**src/rtl/mips_multicycle_ctrl_if.sv**
```systemverilog
// Controller <-> datapath bundle for the multi-cycle MIPS core.
// The controller (master) consumes instruction fields, the zero flag and the
// memory ready handshake, and drives every datapath enable/select.
interface mips_multicycle_ctrl_if #(parameter int ST_W = 4);
    logic [5:0]      opcode;
    logic [5:0]      funct;
    logic            zero;
    logic            mem_ready;
    logic            IorD;
    logic            MemWrite;
    logic            IRWrite;
    logic            PCWrite;
    logic            Branch;
    logic            PCEn;
    logic [1:0]      PCSrc;
    logic            ALUSrcA;
    logic [1:0]      ALUSrcB;
    logic [2:0]      ALU_control;
    logic            RegDst;
    logic            MemtoReg;
    logic            RegWrite;
    logic            instr_retired;
    logic            illegal_op;
    logic [ST_W-1:0] state;

    modport master (
        input  opcode, funct, zero, mem_ready,
        output IorD, MemWrite, IRWrite, PCWrite, Branch, PCEn, PCSrc,
               ALUSrcA, ALUSrcB, ALU_control, RegDst, MemtoReg, RegWrite,
               instr_retired, illegal_op, state
    );

    modport slave (
        output opcode, funct, zero, mem_ready,
        input  IorD, MemWrite, IRWrite, PCWrite, Branch, PCEn, PCSrc,
               ALUSrcA, ALUSrcB, ALU_control, RegDst, MemtoReg, RegWrite,
               instr_retired, illegal_op, state
    );
endinterface

```
**src/rtl/mips_multicycle_ctrl.sv**
```systemverilog
// Multi-cycle MIPS main controller: Moore FSM, one state per cycle, stalling
// on mem_ready so instruction fetch and data access can share one memory.
module mips_multicycle_ctrl #(
    parameter int ST_W = 4
) (
    input  logic                   clk,
    input  logic                   reset,
    mips_multicycle_ctrl_if.master bus
);
    localparam logic [5:0] OP_R    = 6'b000000;
    localparam logic [5:0] OP_LW   = 6'b100011;
    localparam logic [5:0] OP_SW   = 6'b101011;
    localparam logic [5:0] OP_BEQ  = 6'b000100;
    localparam logic [5:0] OP_ADDI = 6'b001000;
    localparam logic [5:0] OP_J    = 6'b000010;

    typedef enum logic [ST_W-1:0] {
        S_IDLE    = ST_W'(0),
        S_FETCH   = ST_W'(1),
        S_DECODE  = ST_W'(2),
        S_MEMADR  = ST_W'(3),
        S_MEMRD   = ST_W'(4),
        S_MEMWB   = ST_W'(5),
        S_MEMWR   = ST_W'(6),
        S_EXECUTE = ST_W'(7),
        S_ALUWB   = ST_W'(8),
        S_BRANCH  = ST_W'(9),
        S_ADDIEX  = ST_W'(10),
        S_ADDIWB  = ST_W'(11),
        S_JUMP    = ST_W'(12)
    } state_t;

    state_t     state_q, state_d;
    logic [2:0] funct_alu;
    logic       funct_ok;
    logic       pc_write;
    logic       branch;

    // R-type funct to ALU operation; funct_ok flags the supported subset.
    always_comb begin
        funct_ok  = 1'b1;
        funct_alu = 3'b010;
        case (bus.funct)
            6'b100000: funct_alu = 3'b010;
            6'b100010: funct_alu = 3'b110;
            6'b100100: funct_alu = 3'b000;
            6'b100101: funct_alu = 3'b001;
            6'b101010: funct_alu = 3'b111;
            default:   funct_ok  = 1'b0;
        endcase
    end

    // Next-state selection; opcode/funct are only consulted from DECODE on.
    always_comb begin
        state_d = S_FETCH;
        case (state_q)
            S_IDLE:  state_d = S_FETCH;
            S_FETCH: state_d = bus.mem_ready ? S_DECODE : S_FETCH;
            S_DECODE: begin
                case (bus.opcode)
                    OP_LW, OP_SW: state_d = S_MEMADR;
                    OP_R:         state_d = funct_ok ? S_EXECUTE : S_FETCH;
                    OP_BEQ:       state_d = S_BRANCH;
                    OP_ADDI:      state_d = S_ADDIEX;
                    OP_J:         state_d = S_JUMP;
                    default:      state_d = S_FETCH;
                endcase
            end
            S_MEMADR:  state_d = (bus.opcode == OP_LW) ? S_MEMRD : S_MEMWR;
            S_MEMRD:   state_d = bus.mem_ready ? S_MEMWB : S_MEMRD;
            S_MEMWR:   state_d = bus.mem_ready ? S_FETCH : S_MEMWR;
            S_EXECUTE: state_d = S_ALUWB;
            S_ADDIEX:  state_d = S_ADDIWB;
            default:   state_d = S_FETCH;
        endcase
    end

    // State register; reset wins over any state, including a memory stall.
    always_ff @(posedge clk) begin
        if (reset) state_q <= S_IDLE;
        else       state_q <= state_d;
    end

    // Output decode from the current state (plus the few documented inputs).
    always_comb begin
        bus.IorD          = 1'b0;
        bus.MemWrite      = 1'b0;
        bus.IRWrite       = 1'b0;
        pc_write          = 1'b0;
        branch            = 1'b0;
        bus.PCSrc         = 2'b00;
        bus.ALUSrcA       = 1'b0;
        bus.ALUSrcB       = 2'b00;
        bus.ALU_control   = 3'b000;
        bus.RegDst        = 1'b0;
        bus.MemtoReg      = 1'b0;
        bus.RegWrite      = 1'b0;
        bus.instr_retired = 1'b0;
        bus.illegal_op    = 1'b0;
        case (state_q)
            S_FETCH: begin
                bus.ALUSrcB     = 2'b01;
                bus.ALU_control = 3'b010;
                bus.IRWrite     = bus.mem_ready;
                pc_write        = bus.mem_ready;
            end
            S_DECODE: begin
                // ALU precomputes the branch target while the opcode decodes.
                bus.ALUSrcB     = 2'b11;
                bus.ALU_control = 3'b010;
                bus.illegal_op  = (state_d == S_FETCH);
            end
            S_MEMADR, S_ADDIEX: begin
                bus.ALUSrcA     = 1'b1;
                bus.ALUSrcB     = 2'b10;
                bus.ALU_control = 3'b010;
            end
            S_MEMRD: bus.IorD = 1'b1;
            S_MEMWB: begin
                bus.MemtoReg      = 1'b1;
                bus.RegWrite      = 1'b1;
                bus.instr_retired = 1'b1;
            end
            S_MEMWR: begin
                // Strobe held steady for the whole stall; retire on completion.
                bus.IorD          = 1'b1;
                bus.MemWrite      = 1'b1;
                bus.instr_retired = bus.mem_ready;
            end
            S_EXECUTE: begin
                bus.ALUSrcA     = 1'b1;
                bus.ALU_control = funct_alu;
            end
            S_ALUWB: begin
                bus.RegDst        = 1'b1;
                bus.RegWrite      = 1'b1;
                bus.instr_retired = 1'b1;
            end
            S_BRANCH: begin
                bus.ALUSrcA       = 1'b1;
                bus.ALU_control   = 3'b110;
                branch            = 1'b1;
                bus.PCSrc         = 2'b01;
                bus.instr_retired = 1'b1;
            end
            S_ADDIWB: begin
                bus.RegWrite      = 1'b1;
                bus.instr_retired = 1'b1;
            end
            S_JUMP: begin
                bus.PCSrc         = 2'b10;
                pc_write          = 1'b1;
                bus.instr_retired = 1'b1;
            end
            default: ;
        endcase
    end

    assign bus.PCWrite = pc_write;
    assign bus.Branch  = branch;
    assign bus.PCEn    = pc_write | (branch & bus.zero);
    assign bus.state   = state_q;

endmodule

```
**src/flat_wrapper.sv**
```systemverilog
// flat-port wrapper written by rule: the top's interface ports become plain ports
module mips_multicycle_ctrl_flat 
#(
    parameter int ST_W = 4
)
  (clk, reset, bus_opcode, bus_funct, bus_zero, bus_mem_ready, bus_IorD, bus_MemWrite, bus_IRWrite, bus_PCWrite, bus_Branch, bus_PCEn, bus_PCSrc, bus_ALUSrcA, bus_ALUSrcB, bus_ALU_control, bus_RegDst, bus_MemtoReg, bus_RegWrite, bus_instr_retired, bus_illegal_op, bus_state);
  mips_multicycle_ctrl_if #(.ST_W(ST_W)) bus_i ();
  input  logic clk;
  input  logic reset;
  input wire logic [$bits(bus_i.opcode)-1:0] bus_opcode;
  input wire logic [$bits(bus_i.funct)-1:0] bus_funct;
  input wire logic [$bits(bus_i.zero)-1:0] bus_zero;
  input wire logic [$bits(bus_i.mem_ready)-1:0] bus_mem_ready;
  output wire logic [$bits(bus_i.IorD)-1:0] bus_IorD;
  output wire logic [$bits(bus_i.MemWrite)-1:0] bus_MemWrite;
  output wire logic [$bits(bus_i.IRWrite)-1:0] bus_IRWrite;
  output wire logic [$bits(bus_i.PCWrite)-1:0] bus_PCWrite;
  output wire logic [$bits(bus_i.Branch)-1:0] bus_Branch;
  output wire logic [$bits(bus_i.PCEn)-1:0] bus_PCEn;
  output wire logic [$bits(bus_i.PCSrc)-1:0] bus_PCSrc;
  output wire logic [$bits(bus_i.ALUSrcA)-1:0] bus_ALUSrcA;
  output wire logic [$bits(bus_i.ALUSrcB)-1:0] bus_ALUSrcB;
  output wire logic [$bits(bus_i.ALU_control)-1:0] bus_ALU_control;
  output wire logic [$bits(bus_i.RegDst)-1:0] bus_RegDst;
  output wire logic [$bits(bus_i.MemtoReg)-1:0] bus_MemtoReg;
  output wire logic [$bits(bus_i.RegWrite)-1:0] bus_RegWrite;
  output wire logic [$bits(bus_i.instr_retired)-1:0] bus_instr_retired;
  output wire logic [$bits(bus_i.illegal_op)-1:0] bus_illegal_op;
  output wire logic [$bits(bus_i.state)-1:0] bus_state;
  assign bus_i.opcode = bus_opcode;
  assign bus_i.funct = bus_funct;
  assign bus_i.zero = bus_zero;
  assign bus_i.mem_ready = bus_mem_ready;
  assign bus_IorD = bus_i.IorD;
  assign bus_MemWrite = bus_i.MemWrite;
  assign bus_IRWrite = bus_i.IRWrite;
  assign bus_PCWrite = bus_i.PCWrite;
  assign bus_Branch = bus_i.Branch;
  assign bus_PCEn = bus_i.PCEn;
  assign bus_PCSrc = bus_i.PCSrc;
  assign bus_ALUSrcA = bus_i.ALUSrcA;
  assign bus_ALUSrcB = bus_i.ALUSrcB;
  assign bus_ALU_control = bus_i.ALU_control;
  assign bus_RegDst = bus_i.RegDst;
  assign bus_MemtoReg = bus_i.MemtoReg;
  assign bus_RegWrite = bus_i.RegWrite;
  assign bus_instr_retired = bus_i.instr_retired;
  assign bus_illegal_op = bus_i.illegal_op;
  assign bus_state = bus_i.state;
  mips_multicycle_ctrl #(.ST_W(ST_W)) u_core (.clk(clk), .reset(reset), .bus(bus_i));
endmodule
```
**config.mk**
```make
export PLATFORM = sky130hd
export DESIGN_NAME = mips_multicycle_ctrl_flat
export DESIGN_NICKNAME = d
export VERILOG_FILES = /design/src/rtl/mips_multicycle_ctrl_if.sv /design/src/rtl/mips_multicycle_ctrl.sv /design/src/flat_wrapper.sv
export SDC_FILE = /design/constraint.sdc
export NUM_CORES = 1
export LEC_CHECK = 0
export ABC_AREA = 1
export CAP_MARGIN = 20
export CORE_UTILIZATION = 39
export CTS_CLUSTER_SIZE = 25
export DETAILED_ROUTE_END_ITERATION = 10
export GPL_ROUTABILITY_DRIVEN = 0
export PLACE_DENSITY = 0.89
export SLEW_MARGIN = 20
export SYNTH_ARGS = -nofsm -noshare
export SYNTH_HDL_FRONTEND = slang
export SYNTH_SLANG_ARGS = --single-unit
```
**constraint.sdc**
```tcl
create_clock -name clk -period 1.7 [get_ports clk]
set_input_delay 0.17 -clock clk [delete_from_list [all_inputs] [get_ports clk]]
set_output_delay 0.17 -clock clk [all_outputs]
set_load 0.01 [all_outputs]
```
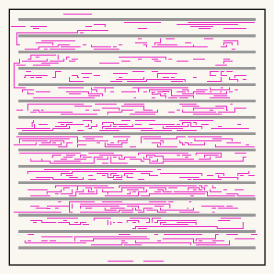
(run_1/m1.png)
(6 px per um) Supply wires on this layer in gray.
longest straight run	15.2 um
nets with wire on the layer	193
number of vias in the routed layout: 1,260
wire length reported by the detailed router: 3690 um
met1 track utilization from global routing: 36.1%

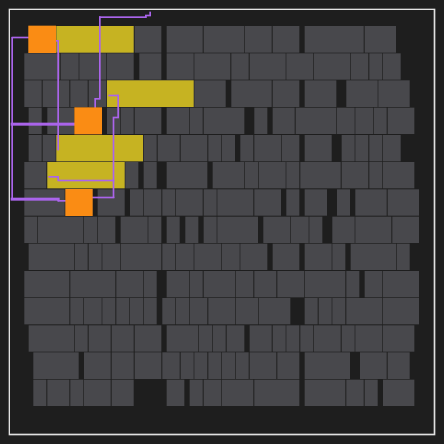
(run_1/clock_wires.png)
(10 px per um)
[flip-flops] yellow | count: 4
[clock wires] purple | length: 83.9 um
[clock-net drivers] orange | count: 3
routed clock nets	4
flops lie	north-west
later-pin clock latency in the skew report: 240 ps
Clk network pwr share: 22.3%

==> flow_summary_export.csv, run 1 <==
group,metric,value,unit
status,outcome,"completed",
layout,stdcell_area,1410,um2
job,maxCapViolCount,0,
logic_synthesis,synth_top_flop_cell,"sky130_fd_sc_hd__dfxtp_1",
logic_synthesis,yosys.stat.seqShare,12.6,%
routing,drt_first_iter_violations,123,
hold_path,hold_path_end,"u_core.bus.state[1]$_SDFF_PP0_",
hold_path,worst_hold_path_startpoint,"bus_opcode[0]",
logic_synthesis,ys_chip_area,636,um2
layout,regArea,90.1,um2
critical_path,crit_startpoint,"u_core.bus.state[3]$_SDFF_PP0_",
grt,grt.met3_usage,7.33,%
logic_synthesis,ys_sh_mux,0,%
power,power_per_cell_area,381,nW/um2
layout,layout.clock.cell_area_share,1.60,%
clock_tree,tritoncts_clock_tree,"yes",
floorplan,floorplan.die.width,42.4,um
layout,insertedDiodeCount,0,
routing,per_cell_routed_wire_length,16.8,um
grt,grt_usage,34.0,%
routing,postRouteAntennaNets,0,
floorplan,dieArea,1800,um2
placed_design,dpl_wire_length,2030,um
logic_synthesis,fa_ha_maj_area_share,0,%
logic_synthesis,count_of_state_elements_after_synthesis,4,
placed_design,post-place-cells,210,
critical_path,worst-r2r-cell-count,8,
logic_synthesis,total_of_warnings_raised_by_yosys,0,
power,static-leakage-power,0.000868,uW
clock_tree,root_driver,"sky130_fd_sc_hd__clkbuf_4",
critical_path,worst_ep_arrival_time,1530,ps
logic_synthesis,post_synth_and_or_nand_nor_area_fraction,60.2,%
critical_path,critical_path_cell_count,9,
critical_path,cp-start-kind,"flip-flop",
routing,met2_wl,1850,um
layout,seqAreaFraction,6.39,%
logic_synthesis,yosysTopAreaCell,"sky130_fd_sc_hd__nand2_1",
final_timing,timing.fmax,0.589,GHz
logic_synthesis,post-synth-top-area-fraction,18.3,%
layout,non_clock_inverter_count,25,
layout,final_core_utilization,93.5,%
layout,nNonClkBuffers,74,
power,total_switching_power,223,uW
logic_synthesis,avgSynthCellArea,5.00,um2
floorplan,top_level_ports,39,
critical_path,r2r-end,"u_core.bus.state[0]$_SDFF_PP0_",
routing,first_pass_iters,5,
power,power.internal,314,uW
floorplan,initial_utilization,42.2,%
logic_synthesis,yosys-dominant-comb-family,"simple AND/OR/NAND/NOR gates",
critical_path,reg2reg_setup_slack,230,ps
routing,route.detailed.drc,0,
final_timing,timing_max_transition_violations_final,0,
placed_design,detailed_place.area,1250,um2
critical_path,crit_path_frequent_cell,"sky130_fd_sc_hd__nand2_1",
layout,non_filler_instance_count_after_layout,219,
routing,routed_via_density,5.75,
floorplan,core,1510,um2
final_timing,final_setup_viols,0,
hold_path,min_delay_path_depth,7,
logic_synthesis,common_cells,"sky130_fd_sc_hd__nand2_1, sky130_fd_sc_hd__nor2_1, sky130_fd_sc_hd__inv_1",
grt,antenna_found_initial,0,
layout,largest_class,"buffers",
critical_path,crit_path_max_incr_delay,400,ps
grt,grt_pass1_vias,1106,
final_timing,min_period_over_period,99.9,%
power,power_switching_share,41.5,%
routing,wirelength_met1,1240,um
clock_tree,path_clk_slew,40,ps
grt,grt_start_max_net_pins,6,
floorplan,dieHeight,42.4,um
power,max-vdd-ir-drop,0.428,mV
power,pg_comb,305,uW
final_timing,rsz0062_at_grt,"true",
placed_design,place_ws,-520,ps
logic_synthesis,synth-edff-count,0,
clock_tree,ctsLongestPathBuffers,2,
logic_synthesis,synth_area,636,um2
routing,met3RoutedLength,409,um
final_timing,worst-slew-pin-transition,380,ps
power,power_frac_comb,56.9,%
logic_synthesis,netlist_top_cells_area,"sky130_fd_sc_hd__nand2_1, sky130_fd_sc_hd__nor2_1, sky130_fd_sc_hd__inv_1",
layout,comb-cell-share,39.5,%
clock_tree,cts_hold_repair.buffers,0,
layout,design.seq.count,4,
critical_path,crit_family,"simple AND/OR/NAND/NOR gates",
critical_path,crit_buf_inv,2,
grt,use_met2,62.2,%
critical_path,setup.worst_path.end_class,"primary output",
critical_path,path_cells,"inv_4 > nand2_4 > nor2_4 > nand2_1 > o21ai_1 > nor3b_2 > nand2_1 > nor2_1 > buf_2",
floorplan,placementRows,14,
critical_path,crit_end,"bus_illegal_op",
logic_synthesis,ys_cells,127,
final_timing,postLayoutSetupSlackWorst,2.48,ps
power,sequentialPower,111,uW
power,maxPowerGroup,"combinational logic",
critical_path,critPathMaxFanout,4,
critical_path,criticalPathCategory,"flip-flop to primary output",
power,fin_total_pwr,536,uW
clock_tree,postCtsSetupBuffers,1,
clock_tree,clock-sinks,4,
grt,grt_overflow,0,
logic_synthesis,top_cell,"sky130_fd_sc_hd__nand2_1",
layout,area_of_the_multi_input_gates,557,um2
job,openroad.warnings,28,
logic_synthesis,synth.cellmix.compoundShare,11.2,%
logic_synthesis,post_synth_inst_count,127,
grt,grt_most_used_layer,"met2",
layout,multi_input_comb_cells,97,
grt,wire_length_of_the_first_global_routing_pass,4710,um
layout,fin_nets,221,
clock_tree,ctsResizeCount,56,
placed_design,io_buffers,38,
hold_path,min-delay-path-class,"input pin to flip-flop",
final_timing,fin_crit,1700,ps
layout,filler_cell_count,53,
critical_path,timing.rr.start,"u_core.bus.state[3]$_SDFF_PP0_",
routing,highest_layer,"met4",
logic_synthesis,syn-num-nets,143,
floorplan,floorplan.tapcells,16,
critical_path,worst-endpoint-required,1530,ps
final_timing,final_hold_fails,0,
layout,synthToLayoutAreaGrowth,122,%
final_timing,fin_setup_tns,0,ps
logic_synthesis,async_reset_ff_share,0,%
clock_tree,cts.htree.levels,1,
layout,buf_share,44.0,%
final_timing,fin_hold_ws,532,ps
logic_synthesis,synthDistinctLibCells,18,
critical_path,critical_path.slowest_cell,"sky130_fd_sc_hd__dfxtp_4",
logic_synthesis,synthXorXnorAreaFrac,0,%
power,sequential_share_of_power,20.7,%
final_timing,relSlewSlack,74.6,%
layout,highest_count_logic_cell_in_the_final_layout,"sky130_fd_sc_hd__buf_4",
layout,largest_register_ffs,4,
layout,lay_top_cells,"sky130_fd_sc_hd__buf_4, sky130_fd_sc_hd__nand2_1, sky130_fd_sc_hd__inv_1, sky130_fd_sc_hd__nor2_1, sky130_fd_sc_hd__dlygate4sd2_1",
layout,post_route_cells_drive_above_1_share,42.9,%
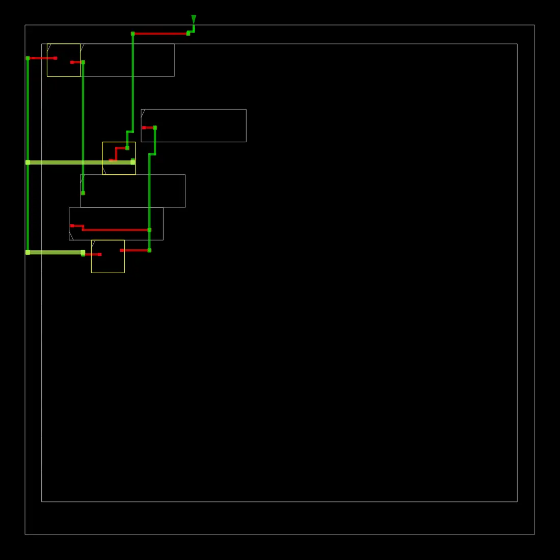
(run_1/clock_nets.png)
clock tree skew after final layout: 4.19 ps
clock group total power: 120 uW
number of clock buffers inserted by TritonCTS: 3
clock buffer instance count of the final layout: 3

--- run 2 (diff from run 1) ---
--- a/config.mk
+++ b/config.mk
@@ -7,11 +7,11 @@
 export LEC_CHECK = 0
 export ABC_AREA = 1
 export CAP_MARGIN = 20
-export CORE_UTILIZATION = 39
+export CORE_UTILIZATION = 33
 export CTS_CLUSTER_SIZE = 25
 export DETAILED_ROUTE_END_ITERATION = 10
 export GPL_ROUTABILITY_DRIVEN = 0
-export PLACE_DENSITY = 0.89
+export PLACE_DENSITY = 0.81
 export SLEW_MARGIN = 20
 export SYNTH_ARGS = -nofsm -noshare
 export SYNTH_HDL_FRONTEND = slang
==> constraint.sdc (replaced) <==
create_clock -name clk -period 1.5 [get_ports clk]
set_input_delay 0.15 -clock clk [delete_from_list [all_inputs] [get_ports clk]]
set_output_delay 0.15 -clock clk [all_outputs]
set_load 0.01 [all_outputs]
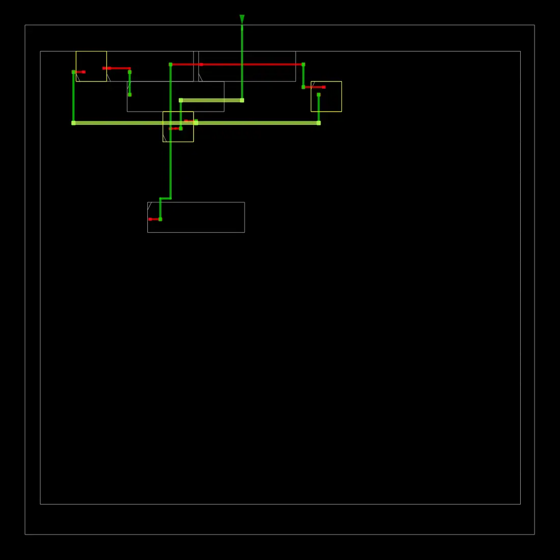
(run_2/clock_nets.png)
clock group total power: 137 uW
count of clock tree sinks: 4
registers: 4
clock tree skew after final layout: 10.1 ps

==> run 2 against run 1 <==
  * The run now ends with negative setup slack left
  * Area after synthesis unchanged
  * Largest cell class unchanged
  * Sequential cell count unchanged
  * Cell count increased by 6.8%
==> flow_summary_export.csv, run 2 <==
group,metric,value,unit
logic_synthesis,syn-num-nets,143,
layout,non_clock_inverter_count,25,
logic_synthesis,post-synth-top-area-fraction,18.3,%
layout,largest_class,"buffers",
status,violations_in_the_final_reports,"negative setup slack",
critical_path,criticalPathCategory,"flip-flop to primary output",
final_timing,fin_setup_tns,-1380,ps
logic_synthesis,yosysTopAreaCell,"sky130_fd_sc_hd__nand2_1",
final_timing,worst-slew-pin-transition,338,ps
floorplan,initial_utilization,36.0,%
routing,highest_layer,"met4",
critical_path,worst-r2r-cell-count,8,
critical_path,timing.rr.start,"u_core.bus.state[3]$_SDFF_PP0_",
final_timing,timing_max_transition_violations_final,0,
logic_synthesis,synth-edff-count,0,
floorplan,floorplan.die.width,45.9,um
final_timing,final_setup_viols,14,
clock_tree,tritoncts.num_buffers,3,
critical_path,critical_path_cell_count,9,
layout,final_core_utilization,85.6,%
layout,buf_share,43.5,%
power,power_switching_share,40.9,%
logic_synthesis,synth_area,636,um2
grt,antenna_found_initial,0,
power,maxPowerGroup,"combinational logic",
logic_synthesis,ys_chip_area,636,um2
critical_path,reg2reg_setup_slack,100,ps
power,pg_comb,396,uW
critical_path,cp-start-kind,"flip-flop",
logic_synthesis,ys_sh_mux,0,%
power,power.internal,391,uW
critical_path,worst-endpoint-required,1350,ps
clock_tree,ctsResizeCount,100,
layout,lay_top_cells,"sky130_fd_sc_hd__buf_4, sky130_fd_sc_hd__nand2_1, sky130_fd_sc_hd__inv_1, sky130_fd_sc_hd__nor2_1",
final_timing,fin_hold_ws,538,ps
logic_synthesis,common_cells,"sky130_fd_sc_hd__nand2_1, sky130_fd_sc_hd__nor2_1, sky130_fd_sc_hd__inv_1",
logic_synthesis,async_reset_ff_share,0,%
clock_tree,cts_hold_repair.buffers,0,
floorplan,top_level_ports,39,
layout,stdcell_area,1510,um2
floorplan,core,1760,um2
critical_path,crit_family,"simple AND/OR/NAND/NOR gates",
placed_design,dpl_wire_length,2010,um
layout,layout.clock_buffers,3,
routing,met3RoutedLength,320,um
logic_synthesis,netlist_top_cells_area,"sky130_fd_sc_hd__nand2_1, sky130_fd_sc_hd__nor2_1, sky130_fd_sc_hd__inv_1",
critical_path,crit_end,"bus_instr_retired",
critical_path,setup.worst_path.end_class,"primary output",
logic_synthesis,post_synth_inst_count,127,
power,static-leakage-power,0.000862,uW
power,max-vdd-ir-drop,0.454,mV
logic_synthesis,synthDistinctLibCells,18,
layout,area_of_the_multi_input_gates,608,um2
logic_synthesis,synth_top_flop_cell,"sky130_fd_sc_hd__dfxtp_1",
grt,use_met2,58.0,%
routing,per_cell_routed_wire_length,15.9,um
logic_synthesis,total_of_warnings_raised_by_yosys,0,
critical_path,crit_buf_inv,3,
status,outcome,"finished with violations",
critical_path,path_cells,"inv_4 > nand2_8 > buf_6 > nor2_4 > nor2_2 > o21ai_2 > nor3_1 > nand2_1 > buf_2",
floorplan,dieHeight,45.9,um
floorplan,dieArea,2110,um2
hold_path,hold_path_end,"u_core.bus.state[1]$_SDFF_PP0_",
floorplan,placementRows,15,
layout,largest_register_ffs,4,
power,clock_power_share,20.6,%
clock_tree,ctsLongestPathBuffers,2,
logic_synthesis,top_cell,"sky130_fd_sc_hd__nand2_1",
job,maxCapViolCount,0,
final_timing,min_period_over_period,112,%
critical_path,crit_path_max_incr_delay,410,ps
grt,grt_pass1_vias,1075,
final_timing,postLayoutSetupSlackWorst,-186,ps
logic_synthesis,synthXorXnorAreaFrac,0,%
layout,highest_count_logic_cell_in_the_final_layout,"sky130_fd_sc_hd__buf_4",
grt,grt_start_max_net_pins,6,
grt,wire_length_of_the_first_global_routing_pass,4690,um
clock_tree,root_driver,"sky130_fd_sc_hd__clkbuf_4",
clock_tree,postCtsSetupBuffers,5,
layout,regArea,92.6,um2
layout,seqAreaFraction,6.13,%
critical_path,critPathMaxFanout,4,
layout,insertedDiodeCount,0,
job,openroad.warnings,28,
clock_tree,cts.htree.levels,1,
routing,met2_wl,1860,um
routing,routed_via_density,5.41,
clock_tree,path_clk_slew,30,ps
routing,first_pass_iters,4,
logic_synthesis,avgSynthCellArea,5.00,um2
routing,postRouteAntennaNets,0,
layout,filler_cell_count,112,
placed_design,io_buffers,38,
hold_path,min_delay_path_depth,8,
routing,wirelength_met1,1330,um
layout,post_route_cells_drive_above_1_share,52.2,%
grt,grt.met3_usage,9.13,%
logic_synthesis,ys_cells,127,
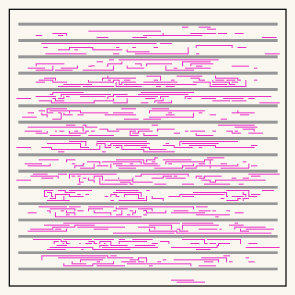
(run_2/m1.png)
(6 px per um) Supply wires on this layer in gray.
share of all routed wire	36%
nets with wire on the layer	199
main direction	horizontal
longest straight run	19.3 um
wire length reported by the detailed router: 3710 um
met1 track utilization from global routing: 31.9%
number of vias in the routed layout: 1,266

Power figures rest on the tool's default switching activity, not on a simulated workload.
